**Run 1: power grid**

The bar under the picture is 20 um long. Pins as bars on the die edge. Tap cells in gray.
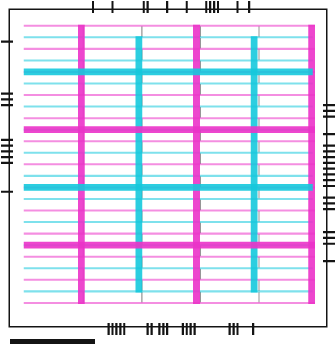
**Run 1: cell classes on the final placement**

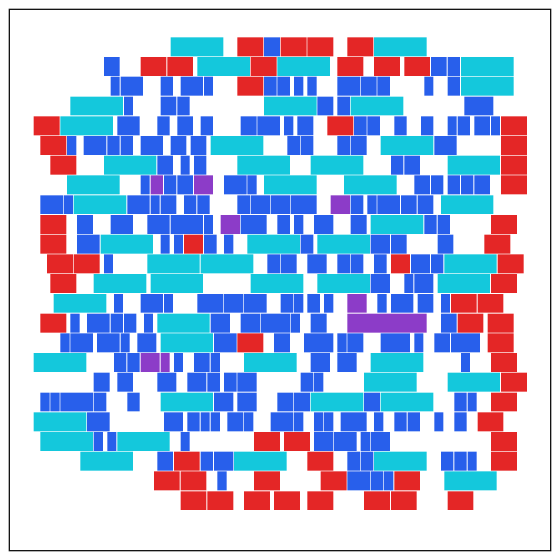
**Run 1: clock network drawn from the DEF**

The bar under the picture is 20 um long.
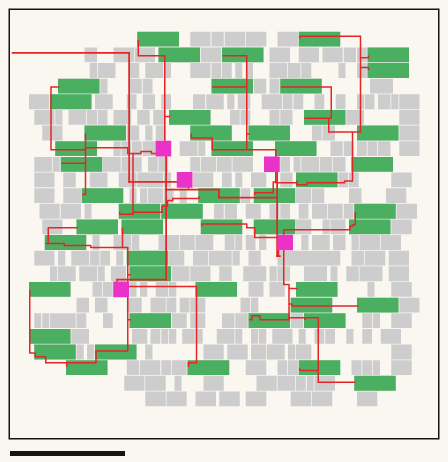
`src/rtl/multicycle_ctrl.sv`:
```
// Multi-cycle control FSM for the lab CPU: fetch/decode/execute/writeback sequencing,
// retired-instruction counting, and halting on illegal decoder classes or fetch timeout.
module multicycle_ctrl #(
    parameter int CNT_W   = 32,
    parameter int TIMEOUT = 16
) (
    input  logic             clk,
    input  logic             rst,
    input  logic             run,
    output logic             imem_req,
    input  logic             imem_ready,
    input  logic             is_r,
    input  logic             is_i,
    input  logic             is_u,
    input  logic [3:0]       alu_op_in,
    output logic             ir_we,
    output logic             pc_we,
    output logic             rf_we,
    output logic             alu_b_sel,
    output logic             wb_sel,
    output logic [3:0]       alu_op,
    output logic [2:0]       state,
    output logic             halted,
    output logic [1:0]       fault,
    output logic [CNT_W-1:0] retired
);

    typedef enum logic [2:0] {
        S_IDLE   = 3'd0,
        S_FETCH  = 3'd1,
        S_DECODE = 3'd2,
        S_EXEC   = 3'd3,
        S_WB     = 3'd4,
        S_HALT   = 3'd5
    } state_t;

    localparam logic [1:0] FAULT_NONE    = 2'b00;
    localparam logic [1:0] FAULT_ILLEGAL = 2'b01;
    localparam logic [1:0] FAULT_TIMEOUT = 2'b10;

    // Counter value seen during the last permitted FETCH wait cycle.
    localparam logic [7:0] FETCH_LAST = 8'(TIMEOUT - 1);

    state_t           state_q, state_d;
    logic [7:0]       wait_cnt_q, wait_cnt_d;
    logic [1:0]       fault_q, fault_d;
    logic [3:0]       alu_op_q, alu_op_d;
    logic             b_sel_q, b_sel_d;
    logic             wb_sel_q, wb_sel_d;
    logic [CNT_W-1:0] retired_q, retired_d;

    always_ff @(posedge clk) begin
        if (rst) begin
            state_q    <= S_IDLE;
            wait_cnt_q <= '0;
            fault_q    <= FAULT_NONE;
            alu_op_q   <= '0;
            b_sel_q    <= 1'b0;
            wb_sel_q   <= 1'b0;
            retired_q  <= '0;
        end else begin
            state_q    <= state_d;
            wait_cnt_q <= wait_cnt_d;
            fault_q    <= fault_d;
            alu_op_q   <= alu_op_d;
            b_sel_q    <= b_sel_d;
            wb_sel_q   <= wb_sel_d;
            retired_q  <= retired_d;
        end
    end

    always_comb begin
        state_d    = state_q;
        wait_cnt_d = '0;
        fault_d    = fault_q;
        alu_op_d   = alu_op_q;
        b_sel_d    = b_sel_q;
        wb_sel_d   = wb_sel_q;
        retired_d  = retired_q;
        imem_req   = 1'b0;
        ir_we      = 1'b0;
        pc_we      = 1'b0;
        rf_we      = 1'b0;
        alu_b_sel  = 1'b0;
        wb_sel     = 1'b0;

        case (state_q)
            S_IDLE: begin
                if (run) begin
                    state_d = S_FETCH;
                end
            end

            S_FETCH: begin
                imem_req = 1'b1;
                if (imem_ready) begin
                    ir_we   = 1'b1;
                    state_d = S_DECODE;
                end else if (wait_cnt_q == FETCH_LAST) begin
                    state_d = S_HALT;
                    fault_d = FAULT_TIMEOUT;
                end else begin
                    wait_cnt_d = wait_cnt_q + 8'd1;
                end
            end

            S_DECODE: begin
                // The select registers double as the latched instruction class.
                case ({is_r, is_i, is_u})
                    3'b100: begin
                        alu_op_d = alu_op_in;
                        b_sel_d  = 1'b0;
                        wb_sel_d = 1'b0;
                        state_d  = S_EXEC;
                    end
                    3'b010: begin
                        alu_op_d = alu_op_in;
                        b_sel_d  = 1'b1;
                        wb_sel_d = 1'b0;
                        state_d  = S_EXEC;
                    end
                    3'b001: begin
                        alu_op_d = 4'b0000;
                        b_sel_d  = 1'b1;
                        wb_sel_d = 1'b1;
                        state_d  = S_EXEC;
                    end
                    default: begin
                        state_d = S_HALT;
                        fault_d = FAULT_ILLEGAL;
                    end
                endcase
            end

            S_EXEC: begin
                alu_b_sel = b_sel_q;
                wb_sel    = wb_sel_q;
                state_d   = S_WB;
            end

            S_WB: begin
                alu_b_sel = b_sel_q;
                wb_sel    = wb_sel_q;
                rf_we     = 1'b1;
                pc_we     = 1'b1;
                retired_d = retired_q + CNT_W'(1);
                state_d   = run ? S_FETCH : S_IDLE;
            end

            S_HALT: begin
                state_d = S_HALT;
            end

            default: begin
                state_d = S_HALT;
                fault_d = FAULT_ILLEGAL;
            end
        endcase
    end

    assign alu_op  = alu_op_q;
    assign state   = state_q;
    assign halted  = (state_q == S_HALT);
    assign fault   = fault_q;
    assign retired = retired_q;

endmodule
```
`config.mk`:
```
export PLATFORM = sky130hd
export DESIGN_NAME = multicycle_ctrl
export DESIGN_NICKNAME = d
export VERILOG_FILES = /design/src/rtl/multicycle_ctrl.sv
export SDC_FILE = /design/constraint.sdc
export NUM_CORES = 1
export LEC_CHECK = 0
export CAP_MARGIN = 20
export CORE_MARGIN = 3
export CORE_UTILIZATION = 51
export CTS_BUF_LIST = sky130_fd_sc_hd__clkbuf_4
export DETAILED_ROUTE_END_ITERATION = 16
export PLACE_DENSITY = 0.81
export SLEW_MARGIN = 20
export SYNTH_ARGS = -nofsm -noshare
export SYNTH_HDL_FRONTEND = slang
export SYNTH_SLANG_ARGS = --single-unit
```
`constraint.sdc`:
```
create_clock -name clk -period 3.1 [get_ports clk]
set_input_delay 0.31 -clock clk [delete_from_list [all_inputs] [get_ports clk]]
set_output_delay 0.31 -clock clk [all_outputs]
set_load 0.01 [all_outputs]
```
==> results_tabular.tex, run 1 <==
% Yosys + OpenROAD metrics
\begin{tabular}{lr}
\hline
Metric & Value \\
\hline
\multicolumn{2}{l}{\textbf{Yosys}} \\
Summed instance area of the synthesized netlist & between 2000 and 2500 sq um \\
Area share, top type & a little over two fifths \\
Synth Instances & 286 \\
Biggest area contributors in the synthesized netlist & dfxtp\_1, a21oi\_1, nor2\_1 \\
Commonest register cell after synthesis & dfxtp\_1 \\
Async SR Flop Fraction & 0\% \\
Post-synth regs & between 50 and 60 \\
List of most frequent post-synthesis cells & dfxtp\_1, nor2\_1, a21oi\_1 \\
Syn nets & around 300 \\
Number of flops mapped to enable cells by yosys & 0 \\
Most common cell in the netlist & dfxtp\_1 \\
Post-Syn Area per Cell & 8.35 sq um \\
Unique masters post-synth & 38 \\
\multicolumn{2}{l}{\textbf{Global route}} \\
Antenna violations before repair & 0 \\
Layer carrying the most global-route usage & met2 \\
Global-route track usage on met2 & a little under a third \\
Grt total ovfl & 0 \\
Met1 Use GR & about a quarter \\
First-pass GRT wire length & 8570 um \\
Vias in the first global route & approximately 1900 \\
GR met3 Demand/Resource & between 3 and 4\% \\
Largest net degree at the start of global routing & 20 \\
\multicolumn{2}{l}{\textbf{Clock network}} \\
Number of buffers inserted to repair setup after CTS & 0 \\
Num CTS Buffers & 5 \\
Hold\_buf cts & 0 \\
Root buffer cell & clkbuf\_4 \\
Insertion delay of the later-clocked pin in the worst-skew pair & 0.37 ns \\
Number of H-tree levels & 2 \\
\multicolumn{2}{l}{\textbf{Finish}} \\
Register cell area after layout & a little over 1000 sq um \\
Fill count & approximately 380 \\
Antenna Cells & 0 \\
Flop count & 51 \\
Area growth from synthesis to layout & 28.0\% \\
Area occupied by multi-input gates & about 1300 sq um \\
Sequential share of cell area & 33.4\% \\
Top logic cells by instance count in the layout & clkdlybuf4s50\_1, dfxtp\_1, nor2\_1 \\
Inverter count of the layout excluding clock inverters & 10 \\
Number of clock-tree buffers in the layout & 5 \\
\multicolumn{2}{l}{\textbf{Critical path}} \\
Required @ worst endpoint & $\sim$3.4 ns \\
Critical-path maximum fanout & 15 \\
Worst reg-to-reg setup slack & 0.48 ns \\
Setup crit end kind & flop \\
Kind of start point of the critical path & flop \\
\multicolumn{2}{l}{\textbf{Power and ir drop}} \\
Share of total power in the clock network & 33.3\% \\
Relative contribution of sequential cells to total power & between 50\% and 60\% \\
Leakage component of the power & between 0.001 and 0.0015 uW \\
\multicolumn{2}{l}{\textbf{Drt}} \\
Number of nets with antenna violations after routing & 0 \\
Routed len/inst & 13.4 um \\
Met1 wire length & about 2500 um \\
Top layer in use & met4 \\
Drt total wl & roughly 5200 um \\
Routed wl met2 & 2450 um \\
Initial DRT Pass Iterations & 4 \\
Total via count after detailed routing & $\sim$2200 \\
\multicolumn{2}{l}{\textbf{Final timing}} \\
Max Fclk & 0.382 GHz \\
Unrepaired setup endpoints after global routing & no \\
Final tally of max-slew violations & 0 \\
Worst Max-Slew Pin Slew & $\sim$0.9 ns \\
Setup violation total in the final timing report & 0 \\
Final Critical Period & roughly 2.6 ns \\
\multicolumn{2}{l}{\textbf{Die}} \\
Number of primary I/O pins & between 50 and 60 \\
Taps Inserted & about 52 \\
Number of cell rows & 24 \\
\multicolumn{2}{l}{\textbf{Run status}} \\
Outcome & complete, no violations \\
\multicolumn{2}{l}{\textbf{Run}} \\
Maximum Capacitance Violations & 0 \\
\multicolumn{2}{l}{\textbf{Worst hold path}} \\
Number of cells traversed by the worst hold path & 2 \\
\multicolumn{2}{l}{\textbf{Placement}} \\
Sum of net half-perimeters after detailed placement & approximately 3800 um \\
\hline
\end{tabular}
About 'power grid':
Cyan is VDD. Magenta is VSS.
The core has 24 rows. 59 signal pins sit on the boundary.
peak ir drop on the vdd network: 0.246 mV
total core area: 4440 sq um
die width: 74.4 um

About 'cell classes on the final placement':
Blue is remaining logic cells, cells 220, share of their area 43%. Red is remaining buffers and delay cells, cells 60, share of their area 20%. Cyan is registers, cells 51, share of their area 34%. Purple is clock drivers and dummy loads, cells 8, share of their area 2.6%.
post-layout util: 68.8%
Finished Cell Area: 3060 sq um

About 'clock network drawn from the DEF':
Magenta is clock-net drivers, count 5. Red is clock wires, length 570 um. Green is flip-flops, count 51.
There are 6 routed clock nets.
clock tree skew after final layout: 0.0131 ns
power in the clock group: 372 uW

## run 1: state kept, by name (all words and copies together) (netlist names)
name and flops:
retired 32, wb_sel_q 1, alu_op 4, b_sel_q 1, state 3, wait_cnt_q 8
fault 2
## run 1: metrics by stage
step / area [sq um] / utilization [%] / instances
floorplan: 2390 / - / 286
global placement: 2980 / 67.1 / 383
detailed placement: 2980 / 67.1 / 383
CTS: 3060 / 68.8 / 391
global route: 3060 / 68.8 / 391
finish: 3060 / 68.8 / 391
## run 1: worst paths after layout
check	startpoint	endpoint
setup / recovery	state[2]$_SDFFE_PP0P_	retired[31]$_SDFFE_PP0N_
setup reg to reg	state[2]$_SDFFE_PP0P_	retired[31]$_SDFFE_PP0N_
hold / removal	alu_op[1]$_SDFFE_PP0P_	alu_op[1]$_SDFFE_PP0P_
hold reg to reg	alu_op[1]$_SDFFE_PP0P_	alu_op[1]$_SDFFE_PP0P_
## run 1: power groups by stage
stage / sequential [uW] / clock [uW] / combinational (uW)
6_report: 670 / 372 / 76.7
2_1_floorplan: 683 / 0 / 38.1
3_5_place_dp: 684 / 0 / 76.9
5_1_grt: 672 / 408 / 84.1
4_1_cts: 670 / 380 / 77.3
3_3_place_gp: 683 / 0 / 76.0
## run 1: cell families after synthesis
kind of cell / Yosys count / synth area share (%)
AND/OR/NAND/NOR: 131 / 29.8
AND-OR/OR-AND: 56 / 13.8
flip-flops: 51 / 42.7
buffers and inverters: 25 / 4.40
XOR/XNOR: 16 / 5.87
multiplexers: 5 / 2.36
adder cells (fa/ha/maj): 2 / 1.05
## run 1: worst max-delay path: stages (launching register included)
cell and delay (ns):
dfxtp_1 0.52, or3b_1 0.51, or4b_1 0.82, nor4_1 0.33
mux2_1 0.35
**Run 1: metal layers overlaid**

The bar under the picture is 20 um long. Only two layers are drawn.
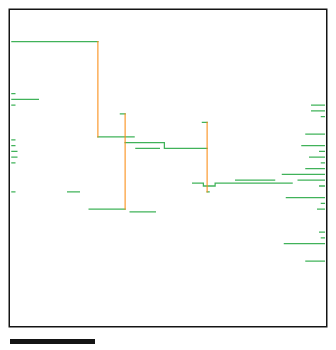

==> run 2, diff against run 1 <==
==> constraint.sdc (replaced) <==
create_clock -name clk -period 2.7 [get_ports clk]
set_input_delay 0.27 -clock clk [delete_from_list [all_inputs] [get_ports clk]]
set_output_delay 0.27 -clock clk [all_outputs]
set_load 0.01 [all_outputs]
**Run 2: metal layers overlaid**

The bar under the picture is 20 um long. Only two layers are drawn.
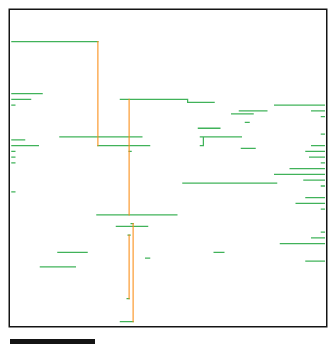
Green is M3, wire length 285 um. Orange is M4, wire length 89.8 um.
overall routing resource usage: 19.8%
routed len/inst: 13.5 um
total via count after detailed routing: 2276
drt total wl: 5360 um

**Run 2: the clock network**

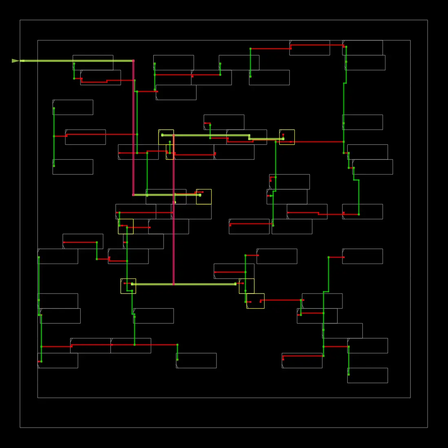
number of clock sinks: 51
number of clock-tree buffers in the layout: 6

==> run 2 against run 1 <==
Net effect:
- fmax is 6.5% higher
- setup slack worse by 0.24 ns
- core utilization up 0.59 points
- sequential power up 14%
- critical path type unchanged
- critical endpoint is now retired[26]$_SDFFE_PP0N_
- highest routed layer unchanged
==> results_tabular.tex, run 2 <==
% Yosys + OpenROAD metrics
\begin{tabular}{lr}
\hline
Metric & Value \\
\hline
\multicolumn{2}{l}{\textbf{Run status}} \\
Outcome & complete, no violations \\
\multicolumn{2}{l}{\textbf{Die}} \\
Number of cell rows & 24 (unchanged) \\
Die width & 74.4 um (unchanged) \\
Total core area & 4440 sq um (unchanged) \\
Initial standard-cell utilization of the core & approximately 54\% \\
Number of primary I/O pins & 59 (unchanged) \\
\multicolumn{2}{l}{\textbf{Critical path}} \\
Destination of the critical timing path & retired[26]\$\_SDFFE\_PP0N\_ \\
Required @ worst endpoint & 3.01 ns (-0.35 ns) \\
CP top delay family & simple AND/OR/NAND/NOR gates \\
Worst reg-to-reg setup slack & 0.24 ns (-0.24 ns) \\
CP bufs+invs & 0 (unchanged) \\
R2R Path End & retired[26]\$\_SDFFE\_PP0N\_ \\
Stages on worst setup path & 4 (unchanged) \\
Slowest-stage cell, CP & or4\_1 \\
Kind of start point of the critical path & flop \\
Critical-path maximum fanout & 19 (+4) \\
Worst R2R Start & state[0]\$\_SDFFE\_PP0P\_ \\
Setup crit end kind & flop \\
CP dominant cell by count & or4\_1 \\
Highest cell delay on the worst timing path & 0.84 ns (+0.02 ns) \\
Series of cell instances along the critical path & or3b\_1 > or4\_1 > or4\_1 > a21oi\_1 \\
Start point of the critical path & state[0]\$\_SDFFE\_PP0P\_ \\
\multicolumn{2}{l}{\textbf{Finish}} \\
NumNets Final & about 360 \\
Antenna Cells & 0 (unchanged) \\
Area growth from synthesis to layout & 29.1\% \\
Fill count & 385 (+2.4\%) \\
Max reg flops & 32 (unchanged) \\
Top logic cells by instance count in the layout & clkdlybuf4s50\_1, dfxtp\_1, nor2\_1 \\
\multicolumn{2}{l}{\textbf{Yosys}} \\
Commonest register cell after synthesis & dfxtp\_1 \\
Biggest area contributors in the synthesized netlist & dfxtp\_1, a21oi\_1, nor2\_1 \\
Async SR Flop Fraction & 0\% (unchanged) \\
Synth Instances & 286 (unchanged) \\
Unique masters post-synth & 38 (unchanged) \\
Syn nets & 299 (unchanged) \\
Post-synth regs & 51 (unchanged) \\
List of most frequent post-synthesis cells & dfxtp\_1, nor2\_1, a21oi\_1 \\
Most common cell in the netlist & dfxtp\_1 \\
Number of flops mapped to enable cells by yosys & 0 (unchanged) \\
Summed instance area of the synthesized netlist & 2390 sq um (unchanged) \\
Post-Syn Area per Cell & 8.35 sq um (unchanged) \\
Area share, top type & 42.7\% (unchanged) \\
\multicolumn{2}{l}{\textbf{Clock network}} \\
Insertion delay of the later-clocked pin in the worst-skew pair & 0.37 ns (about the same) \\
Hold\_buf cts & 0 (unchanged) \\
Num CTS Buffers & 5 (unchanged) \\
Number of buffers inserted to repair setup after CTS & 0 (unchanged) \\
Number of H-tree levels & 2 (unchanged) \\
Root buffer cell & clkbuf\_4 \\
\multicolumn{2}{l}{\textbf{Global route}} \\
Vias in the first global route & 1968 (+2.9\%) \\
Largest net degree at the start of global routing & 20 (unchanged) \\
Antenna violations before repair & 0 (unchanged) \\
First-pass GRT wire length & 8820 um (+2.9\%) \\
Grt total ovfl & 0 (unchanged) \\
\multicolumn{2}{l}{\textbf{Final timing}} \\
Relative slew margins & roughly 56\% \\
Post-route fraction of the period consumed by the critical path & roughly nine tenths \\
Max Fclk & 0.407 GHz (+6.5\%) \\
Worst Max-Slew Pin Slew & 0.652 ns (-0.229 ns) \\
Final tally of max-slew violations & 0 (unchanged) \\
Setup violation total in the final timing report & 0 (unchanged) \\
Final Critical Period & 2.46 ns (-0.159 ns) \\
Unrepaired setup endpoints after global routing & no \\
Clock tree skew after final layout & 0.0237 ns (+0.0106 ns) \\
\multicolumn{2}{l}{\textbf{Drt}} \\
Initial DRT Pass Iterations & 4 (unchanged) \\
Number of nets with antenna violations after routing & 0 (unchanged) \\
\multicolumn{2}{l}{\textbf{Placement}} \\
Sum of net half-perimeters after detailed placement & 3960 um (+5.4\%) \\
Count of input and output buffers & between 50 and 60 \\
\multicolumn{2}{l}{\textbf{Power and ir drop}} \\
Peak ir drop on the vdd network & 0.283 mV (+15\%) \\
Leakage component of the power & 0.00104 uW (+2.1\%) \\
\multicolumn{2}{l}{\textbf{Worst hold path}} \\
WHS Endpoint & alu\_op[1]\$\_SDFFE\_PP0P\_ \\
Launch instance of the worst min-delay path & alu\_op[1]\$\_SDFFE\_PP0P\_ \\
Number of cells traversed by the worst hold path & 2 (unchanged) \\
\multicolumn{2}{l}{\textbf{Run}} \\
Maximum Capacitance Violations & 0 (unchanged) \\
\hline
\end{tabular}
-- run 2: cell counts after synthesis --
No cell type changed its count.
-- run 2: tightest hold or removal path: cells and delay by family, from the launching register on --
family	cells	cell delay [ns]
flops	1	0.33
simple gates	1	0.05
compound gates	1	0.05
-- run 2: metal layers --
| layer | share of wire [%] | track usage [%] |
|---|---|---|
| met3 | 5.3 | 4.32 |
| met1 | 45 | 27.0 |
| met5 | 0 | 0 |
| met2 | 48 | 31.9 |
| met4 | 1.7 | 5.34 |
-- run 2: area by class of cell --
cell class                      count  area [sq um]  share of cell area (%)
Sequential cell                    51          1020                    33.1
Timing Repair Buffer               66           641                    20.8
Clock inverter                      2          12.5                   0.406
Clock buffer                        6          45.0                    1.46
Multi-Input combinational cell    210          1260                    40.9
Inverter                           10          37.5                    1.22
Tap cell                           52          65.1                    2.11
-- run 2: kinds of logic (layout without fill, tap and decap cells) --
logic type                 count (synthesis)  in the layout  synth area share [%]
and+or+nand+nor                          131            131                  29.8
AOI/OAI and AO/OA                         56             56                  13.8
DFF                                       51             51                  42.7
buffers and inverters                     25             84                  4.40
xor gates and xnor gates                  16             16                  5.87
muxes                                      5              5                  2.36
adders and majority gates                  2              2                  1.05
-- run 2: metrics by stage --
step | cells | area, sq um | util [%] | setup WS [ns]
after floorplan | 286 | 2390 | - | 0.398
after global placement | 389 | 3030 | 68.1 | 0.356
after detailed placement | 389 | 3030 | 68.1 | 0.257
after CTS | 397 | 3080 | 69.4 | 0.225
after global routing | 397 | 3080 | 69.4 | 0.0765
final | 397 | 3080 | 69.4 | 0.241
-- run 2: report_power, final --
group	switching (uW)	leakage, uW	total, uW	internal, uW
clock network	231	0.0000333	342	112
registers	5.93	0.000411	765	759
logic	50.2	0.000592	98.0	47.8
total	287	0.00104	1210	919
Power and IR drop assume default switching activity.
